==> config.mk <==
export PLATFORM = sky130hd
export DESIGN_NAME = rob_mp_flat
export DESIGN_NICKNAME = d
export VERILOG_FILES = /design/src/rtl/rob_mp_if.sv /design/src/rtl/rob_mp.sv /design/src/flat_wrapper.sv
export SDC_FILE = /design/constraint.sdc
export NUM_CORES = 2
export LEC_CHECK = 0
export CAP_MARGIN = 20
export CORE_ASPECT_RATIO = 1.5
export CORE_MARGIN = 3
export CORE_UTILIZATION = 54
export CTS_BUF_LIST = sky130_fd_sc_hd__clkbuf_8
export DETAILED_ROUTE_END_ITERATION = 16
export GPL_TIMING_DRIVEN = 0
export PLACE_DENSITY = 0.71
export REMOVE_ABC_BUFFERS = 1
export SETUP_SLACK_MARGIN = 0.5
export SKIP_CTS_REPAIR_TIMING = 1
export SLEW_MARGIN = 20
export SYNTH_ARGS = -nofsm -noshare
export SYNTH_HDL_FRONTEND = slang
export SYNTH_SLANG_ARGS = --single-unit
==> constraint.sdc <==
create_clock -name clk_i -period 16.8 [get_ports clk_i]
set_clock_uncertainty 0.05 [all_clocks]
set_input_delay 3.36 -clock clk_i [delete_from_list [all_inputs] [get_ports clk_i]]
set_output_delay 3.36 -clock clk_i [all_outputs]
set_load 0.02 [all_outputs]
==> src/rtl/rob_mp_if.sv <==
`default_nettype none
// ============================================================================
// Module   : rob_mp_if
// Brief    : Allocation, writeback, commit and status bundle of the re-order buffer.
// Revision : 1.0
// ============================================================================
interface rob_mp_if #(
    parameter int IDX_W  = 5,
    parameter int NUM_WB = 3,
    parameter int XLEN   = 32,
    parameter int PRD_W  = 5
);
    logic                    flush_i;
    logic                    alloc_valid_i;
    logic                    alloc_ready_o;
    logic [PRD_W-1:0]        alloc_prd_addr_i;
    logic [XLEN-1:0]         alloc_pc_i;
    logic [XLEN-1:0]         alloc_inst_i;
    logic [IDX_W-1:0]        alloc_rob_idx_o;
    logic [NUM_WB-1:0]       wb_valid_i;
    logic [NUM_WB*IDX_W-1:0] wb_rob_idx_i;
    logic [NUM_WB*XLEN-1:0]  wb_value_i;
    logic [NUM_WB-1:0]       wb_exc_i;
    logic                    commit_valid_o;
    logic                    commit_ready_i;
    logic [XLEN-1:0]         commit_pc_o;
    logic [XLEN-1:0]         commit_inst_o;
    logic [PRD_W-1:0]        commit_prd_addr_o;
    logic [XLEN-1:0]         commit_value_o;
    logic                    commit_exc_o;
    logic [IDX_W:0]          count_o;
    logic                    empty_o;
    logic                    full_o;

    modport master (
        output flush_i, alloc_valid_i, alloc_prd_addr_i, alloc_pc_i, alloc_inst_i,
        output wb_valid_i, wb_rob_idx_i, wb_value_i, wb_exc_i, commit_ready_i,
        input  alloc_ready_o, alloc_rob_idx_o, commit_valid_o, commit_pc_o,
        input  commit_inst_o, commit_prd_addr_o, commit_value_o, commit_exc_o,
        input  count_o, empty_o, full_o
    );

    modport slave (
        input  flush_i, alloc_valid_i, alloc_prd_addr_i, alloc_pc_i, alloc_inst_i,
        input  wb_valid_i, wb_rob_idx_i, wb_value_i, wb_exc_i, commit_ready_i,
        output alloc_ready_o, alloc_rob_idx_o, commit_valid_o, commit_pc_o,
        output commit_inst_o, commit_prd_addr_o, commit_value_o, commit_exc_o,
        output count_o, empty_o, full_o
    );
endinterface
`default_nettype wire

==> src/rtl/rob_mp.sv <==
`default_nettype none
// ============================================================================
// Module   : rob_mp
// Brief    : Parametrised re-order buffer, multi-port writeback, in-order commit.
// Revision : 1.0
// ============================================================================
module rob_mp #(
    parameter int NUM_ENTRIES = 32,
    parameter int IDX_W       = 5,
    parameter int NUM_WB      = 3,
    parameter int XLEN        = 32,
    parameter int PRD_W       = 5
) (
    input  logic     clk_i,
    input  logic     reset_i,
    rob_mp_if.slave  bus
);
    localparam logic [IDX_W:0] c_full_cnt = (IDX_W+1)'(NUM_ENTRIES);

    logic [IDX_W-1:0]       head_q, head_d, tail_q, tail_d;
    logic [IDX_W:0]         count_q, count_d;
    logic [NUM_ENTRIES-1:0] alloc_q, alloc_d, done_q, done_d, exc_q, exc_d;

    logic [XLEN-1:0]        pc_q    [NUM_ENTRIES];
    logic [XLEN-1:0]        inst_q  [NUM_ENTRIES];
    logic [XLEN-1:0]        value_q [NUM_ENTRIES];
    logic [PRD_W-1:0]       prd_q   [NUM_ENTRIES];

    logic                   w_clear, w_full, w_alloc_fire, w_commit_valid, w_commit_fire;
    logic [IDX_W-1:0]       w_wb_idx [NUM_WB];
    logic [NUM_WB-1:0]      w_wb_hit;

    assign w_clear        = reset_i | bus.flush_i;
    assign w_full         = (count_q == c_full_cnt);
    assign w_alloc_fire   = bus.alloc_valid_i & ~w_full & ~w_clear;
    assign w_commit_valid = alloc_q[head_q] & done_q[head_q];
    assign w_commit_fire  = w_commit_valid & bus.commit_ready_i & ~w_clear;

    // A writeback only lands on an entry that is allocated before this edge.
    for (genvar p = 0; p < NUM_WB; p++) begin : g_wb_port
        assign w_wb_idx[p] = bus.wb_rob_idx_i[p*IDX_W +: IDX_W];
        assign w_wb_hit[p] = bus.wb_valid_i[p] & alloc_q[w_wb_idx[p]] & ~w_clear;
    end

    always_comb begin
        head_d  = head_q;
        tail_d  = tail_q;
        count_d = count_q;
        alloc_d = alloc_q;
        done_d  = done_q;
        exc_d   = exc_q;
        if (w_clear) begin
            head_d  = '0;
            tail_d  = '0;
            count_d = '0;
            alloc_d = '0;
            done_d  = '0;
            exc_d   = '0;
        end else begin
            // Ascending port order lets the highest port win on a shared index.
            for (int p = 0; p < NUM_WB; p++) begin
                if (w_wb_hit[p]) begin
                    done_d[w_wb_idx[p]] = 1'b1;
                    exc_d[w_wb_idx[p]]  = bus.wb_exc_i[p];
                end
            end
            if (w_alloc_fire) begin
                alloc_d[tail_q] = 1'b1;
                done_d[tail_q]  = 1'b0;
                exc_d[tail_q]   = 1'b0;
                tail_d          = tail_q + 1'b1;
            end
            if (w_commit_fire) begin
                alloc_d[head_q] = 1'b0;
                done_d[head_q]  = 1'b0;
                head_d          = head_q + 1'b1;
            end
            if (w_alloc_fire && !w_commit_fire) begin
                count_d = count_q + (IDX_W+1)'(1);
            end else if (!w_alloc_fire && w_commit_fire) begin
                count_d = count_q - (IDX_W+1)'(1);
            end
        end
    end

    always_ff @(posedge clk_i) begin
        if (reset_i) begin
            head_q  <= '0;
            tail_q  <= '0;
            count_q <= '0;
            alloc_q <= '0;
            done_q  <= '0;
            exc_q   <= '0;
        end else begin
            head_q  <= head_d;
            tail_q  <= tail_d;
            count_q <= count_d;
            alloc_q <= alloc_d;
            done_q  <= done_d;
            exc_q   <= exc_d;
        end
    end

    always_ff @(posedge clk_i) begin
        if (w_alloc_fire) begin
            pc_q[tail_q]   <= bus.alloc_pc_i;
            inst_q[tail_q] <= bus.alloc_inst_i;
            prd_q[tail_q]  <= bus.alloc_prd_addr_i;
        end
        for (int p = 0; p < NUM_WB; p++) begin
            if (w_wb_hit[p]) begin
                value_q[w_wb_idx[p]] <= bus.wb_value_i[p*XLEN +: XLEN];
            end
        end
    end

    assign bus.alloc_ready_o     = ~w_full;
    assign bus.alloc_rob_idx_o   = tail_q;
    assign bus.commit_valid_o    = w_commit_valid;
    assign bus.commit_pc_o       = pc_q[head_q];
    assign bus.commit_inst_o     = inst_q[head_q];
    assign bus.commit_prd_addr_o = prd_q[head_q];
    assign bus.commit_value_o    = value_q[head_q];
    assign bus.commit_exc_o      = exc_q[head_q];
    assign bus.count_o           = count_q;
    assign bus.empty_o           = (count_q == '0);
    assign bus.full_o            = w_full;
endmodule
`default_nettype wire

==> src/flat_wrapper.sv <==
// flat-port wrapper written by rule: the top's interface ports become plain ports
module rob_mp_flat 
#(
    parameter int NUM_ENTRIES = 32,
    parameter int IDX_W       = 5,
    parameter int NUM_WB      = 3,
    parameter int XLEN        = 32,
    parameter int PRD_W       = 5
)
  (clk_i, reset_i, bus_flush_i, bus_alloc_valid_i, bus_alloc_prd_addr_i, bus_alloc_pc_i, bus_alloc_inst_i, bus_wb_valid_i, bus_wb_rob_idx_i, bus_wb_value_i, bus_wb_exc_i, bus_commit_ready_i, bus_alloc_ready_o, bus_alloc_rob_idx_o, bus_commit_valid_o, bus_commit_pc_o, bus_commit_inst_o, bus_commit_prd_addr_o, bus_commit_value_o, bus_commit_exc_o, bus_count_o, bus_empty_o, bus_full_o);
  rob_mp_if #(.IDX_W(IDX_W), .NUM_WB(NUM_WB), .XLEN(XLEN), .PRD_W(PRD_W)) bus_i ();
  input  logic clk_i;
  input  logic reset_i;
  input wire logic [$bits(bus_i.flush_i)-1:0] bus_flush_i;
  input wire logic [$bits(bus_i.alloc_valid_i)-1:0] bus_alloc_valid_i;
  input wire logic [$bits(bus_i.alloc_prd_addr_i)-1:0] bus_alloc_prd_addr_i;
  input wire logic [$bits(bus_i.alloc_pc_i)-1:0] bus_alloc_pc_i;
  input wire logic [$bits(bus_i.alloc_inst_i)-1:0] bus_alloc_inst_i;
  input wire logic [$bits(bus_i.wb_valid_i)-1:0] bus_wb_valid_i;
  input wire logic [$bits(bus_i.wb_rob_idx_i)-1:0] bus_wb_rob_idx_i;
  input wire logic [$bits(bus_i.wb_value_i)-1:0] bus_wb_value_i;
  input wire logic [$bits(bus_i.wb_exc_i)-1:0] bus_wb_exc_i;
  input wire logic [$bits(bus_i.commit_ready_i)-1:0] bus_commit_ready_i;
  output wire logic [$bits(bus_i.alloc_ready_o)-1:0] bus_alloc_ready_o;
  output wire logic [$bits(bus_i.alloc_rob_idx_o)-1:0] bus_alloc_rob_idx_o;
  output wire logic [$bits(bus_i.commit_valid_o)-1:0] bus_commit_valid_o;
  output wire logic [$bits(bus_i.commit_pc_o)-1:0] bus_commit_pc_o;
  output wire logic [$bits(bus_i.commit_inst_o)-1:0] bus_commit_inst_o;
  output wire logic [$bits(bus_i.commit_prd_addr_o)-1:0] bus_commit_prd_addr_o;
  output wire logic [$bits(bus_i.commit_value_o)-1:0] bus_commit_value_o;
  output wire logic [$bits(bus_i.commit_exc_o)-1:0] bus_commit_exc_o;
  output wire logic [$bits(bus_i.count_o)-1:0] bus_count_o;
  output wire logic [$bits(bus_i.empty_o)-1:0] bus_empty_o;
  output wire logic [$bits(bus_i.full_o)-1:0] bus_full_o;
  assign bus_i.flush_i = bus_flush_i;
  assign bus_i.alloc_valid_i = bus_alloc_valid_i;
  assign bus_i.alloc_prd_addr_i = bus_alloc_prd_addr_i;
  assign bus_i.alloc_pc_i = bus_alloc_pc_i;
  assign bus_i.alloc_inst_i = bus_alloc_inst_i;
  assign bus_i.wb_valid_i = bus_wb_valid_i;
  assign bus_i.wb_rob_idx_i = bus_wb_rob_idx_i;
  assign bus_i.wb_value_i = bus_wb_value_i;
  assign bus_i.wb_exc_i = bus_wb_exc_i;
  assign bus_i.commit_ready_i = bus_commit_ready_i;
  assign bus_alloc_ready_o = bus_i.alloc_ready_o;
  assign bus_alloc_rob_idx_o = bus_i.alloc_rob_idx_o;
  assign bus_commit_valid_o = bus_i.commit_valid_o;
  assign bus_commit_pc_o = bus_i.commit_pc_o;
  assign bus_commit_inst_o = bus_i.commit_inst_o;
  assign bus_commit_prd_addr_o = bus_i.commit_prd_addr_o;
  assign bus_commit_value_o = bus_i.commit_value_o;
  assign bus_commit_exc_o = bus_i.commit_exc_o;
  assign bus_count_o = bus_i.count_o;
  assign bus_empty_o = bus_i.empty_o;
  assign bus_full_o = bus_i.full_o;
  rob_mp #(.NUM_ENTRIES(NUM_ENTRIES), .IDX_W(IDX_W), .NUM_WB(NUM_WB), .XLEN(XLEN), .PRD_W(PRD_W)) u_core (.clk_i(clk_i), .reset_i(reset_i), .bus(bus_i));
endmodule
==> images/clock_wires.png <==
Bar = 100 um.
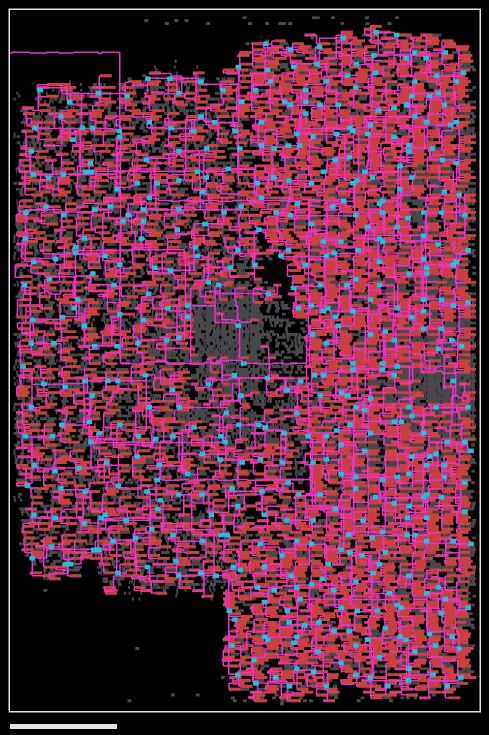
[red] flip-flops | count: 3349
[magenta] clock wires | length: 40.8 mm
[cyan] clock-net drivers | count: 484
routed clock nets: 485

==> images/class_map.png <==
Fill, decap, tap and diode cells in grey.
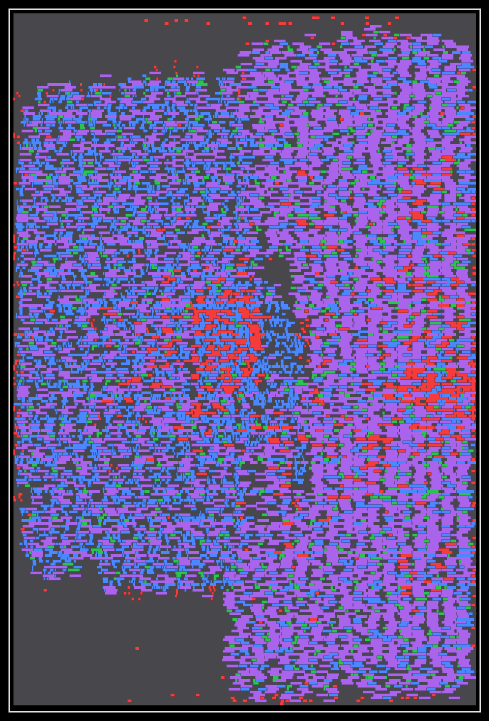
[green] clock drivers and dummy loads | cells: 863 | share of their area: 5.2%
[blue] remaining logic cells | cells: 5021 | share of their area: 29%
[red] remaining buffers and delay cells | cells: 764 | share of their area: 7.5%
[purple] registers | cells: 3349 | share of their area: 58%

==> images/clock_nets.png <==
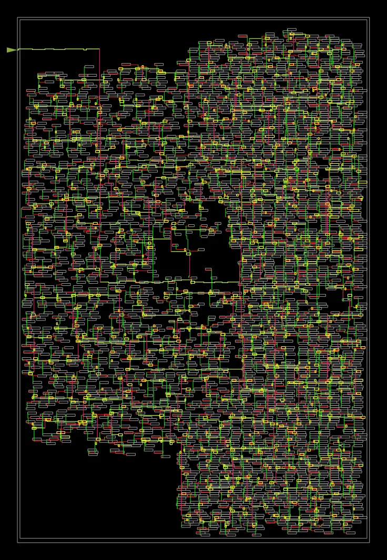
clock latency on the worst-skew pair: 1120 ps
Clock buffer cells: 490
power consumed by the clock network: 6.26 mW

==> notes.md <==
Quick summary of the implementation run below.

The die span in x came out at 439 um. The startpoint of the lowest-slack hold path is u_core.done_q[11]. The pin closest to its max-slew limit shows a slew of 1210 ps. The worst-case register-to-register setup slack is 11910 ps.

The worst hold path stage count is 2. The final max-slew violation count came out at 0. The standby leakage power came out at 55.3 nW.

Net switching is 22.2% of the power. The endpoint identified for the worst register-to-register timing path is u_core.bus.count_o[5]. The number of warnings reported in the yosys synthesis log is 0. After layout, the worst path uses 51.3% of the clock period. The critical path startpoint category is a register.

The height of the die is 656 um. The signal on the critical path passes through buf_12, buf_16, buf_12, buf_16, buf_12, buf_16, mux4_2, mux4_2, mux2_2, clkdlybuf4s50_1. Internal power comes to 12.4 mW. For this block, the routed nets add up to 507 mm of wire. By instance count after routing, the leading logic cell type is sky130_fd_sc_hd__edfxtp_1. The post-placement cell area is 167000 sq um.

Counting flops and latches in the post-synthesis netlist gives 3349. The tally of max-capacitance violations is 0. The synthesized-area fraction occupied by xor and xnor cells is 0.0518%. In this run the standard cell core region covers 280000 sq um. TritonRoute reported its final design rule violation total as 0.

The async set-reset flop share out of synthesis is 0%. Synthesis handed over a netlist of 9328 instances. The worst setup path is of the reg -> out kind. The final instance count without filler cells is 13800. The number of cell instances after yosys synthesis came out at 9328. The library cell contributing the largest single delay on the critical path is sky130_fd_sc_hd__clkdlybuf4s50_1. The number of nets with antenna violations after detailed routing came out at 0. For hold timing, the worst endpoint is u_core.done_q[11]. The share of total power in combinational logic is 3.1%. The type of the tightest min-delay check is reg -> reg. In this run the count of I/O pins placed on the die edge is 308. Of the total power, the clock network draws 39.3%. Of all cell types, the one taking the most synthesized area is sky130_fd_sc_hd__edfxtp_1. The worst setup path is captured at an output port. The number of global-route vias before repair came out at 96000. The stage delay of the slowest cell on the critical path is 720 ps.

The detailed router placed 96500 vias in this run. The most common logic cells in the final layout are 3232 x sky130_fd_sc_hd__edfxtp_1, 1039 x sky130_fd_sc_hd__mux2i_1, 1034 x sky130_fd_sc_hd__mux4_2. The headroom to the max-slew limit is 18.4%. The critical path data required time came out at 13390 ps. The OpenROAD warning count came out at 35.

The area of the chip came out at 288000 sq um. Per the timing report, the most critical flop-to-flop path originates at u_core.head_q[0]. The share of synthesized area occupied by flip-flops and latches came out at 65.4%.

The chip area line of the yosys report is 152000 sq um. In this run the clock root is driven by a sky130_fd_sc_hd__clkbuf_8. Before any placement, the netlist area is recorded as 152000 sq um. The global router's overall resource usage came out at 34.8%.

Per the synthesis report, the single largest cell type by area occupies 63.8% of cell area. The fraction of final layout cells with drive strength greater than 1 is 24.7%. On the critical path the data arrives at 5200 ps.

The detailed-routing iteration count for the pre-antenna-repair pass came out at 10. The area of all placed cells without fillers is 176000 sq um. The detailed router's first-iteration violation count came out at 15000. The wire length of the first global-routing pass is 708 mm. After synthesis, the mean cell area works out to 16.3 sq um. The flow ran to the end, and the final reports show no timing, DRC or antenna violations. The HPWL after detailed placement is 320 mm.
how the worst max path moves through the flow:
| stage | start | to | cells after the start |
|---|---|---|---|
| 3_3_place_gp | register | bus_commit_value_o[13] | 4 |
| 5_1_grt | register | bus_commit_value_o[14] | 9 |
| 4_1_cts | register | bus_commit_value_o[14] | 9 |
| 3_5_place_dp | bus_wb_rob_idx_i[5] | u_core.value_q[31][26] | 9 |
| 2_1_floorplan | register | bus_commit_inst_o[0] | 3 |
| 6_report | register | bus_commit_value_o[14] | 10 |
power by group through the flow:
| stage | sequential [mW] | combinational (mW) | clock (mW) |
|---|---|---|---|
| floorplan | 9.35 | 0.179 | 0 |
| global placement | 9.35 | 0.439 | 0 |
| detailed placement | 9.35 | 0.487 | 0 |
| CTS | 9.17 | 0.488 | 6.30 |
| global route | 9.17 | 0.526 | 6.64 |
| finish | 9.17 | 0.485 | 6.26 |
cell type report:
cell class	instances	area, sq um
diodes	36	90.1
clock inverters	373	2190
inverters	16	60.1
flip-flops and latches	3349	99400
repair buffers	764	12800
well taps	3720	4650
clock buffers	490	6740
fillers	18900	105000
multi-input cells	5005	49600
layer usage:
| layer | up-vias | global-route usage [%] | share of wire (%) |
|---|---|---|---|
| li1 | 37600 | - | - |
| met1 | 48800 | 43.0 | 33 |
| met2 | 7840 | 53.0 | 46 |
| met3 | 2222 | 12.0 | 13 |
| met4 | 68 | 21.2 | 7.6 |
| met5 | - | 0.218 | 0.095 |
flip-flops by register name, indices dropped and copies added (netlist names), named ones only:
name	flops
u_core.head_q	5
u_core.bus.count_o	6
u_core.bus.alloc_rob_idx_o	5
u_core.inst_q	1024
u_core.done_q	32
u_core.exc_q	32
u_core.prd_q	160
u_core.alloc_q	32
u_core.value_q	1024
u_core.pc_q	1024
No activity file was given, so power comes from the tool's default toggle rates.
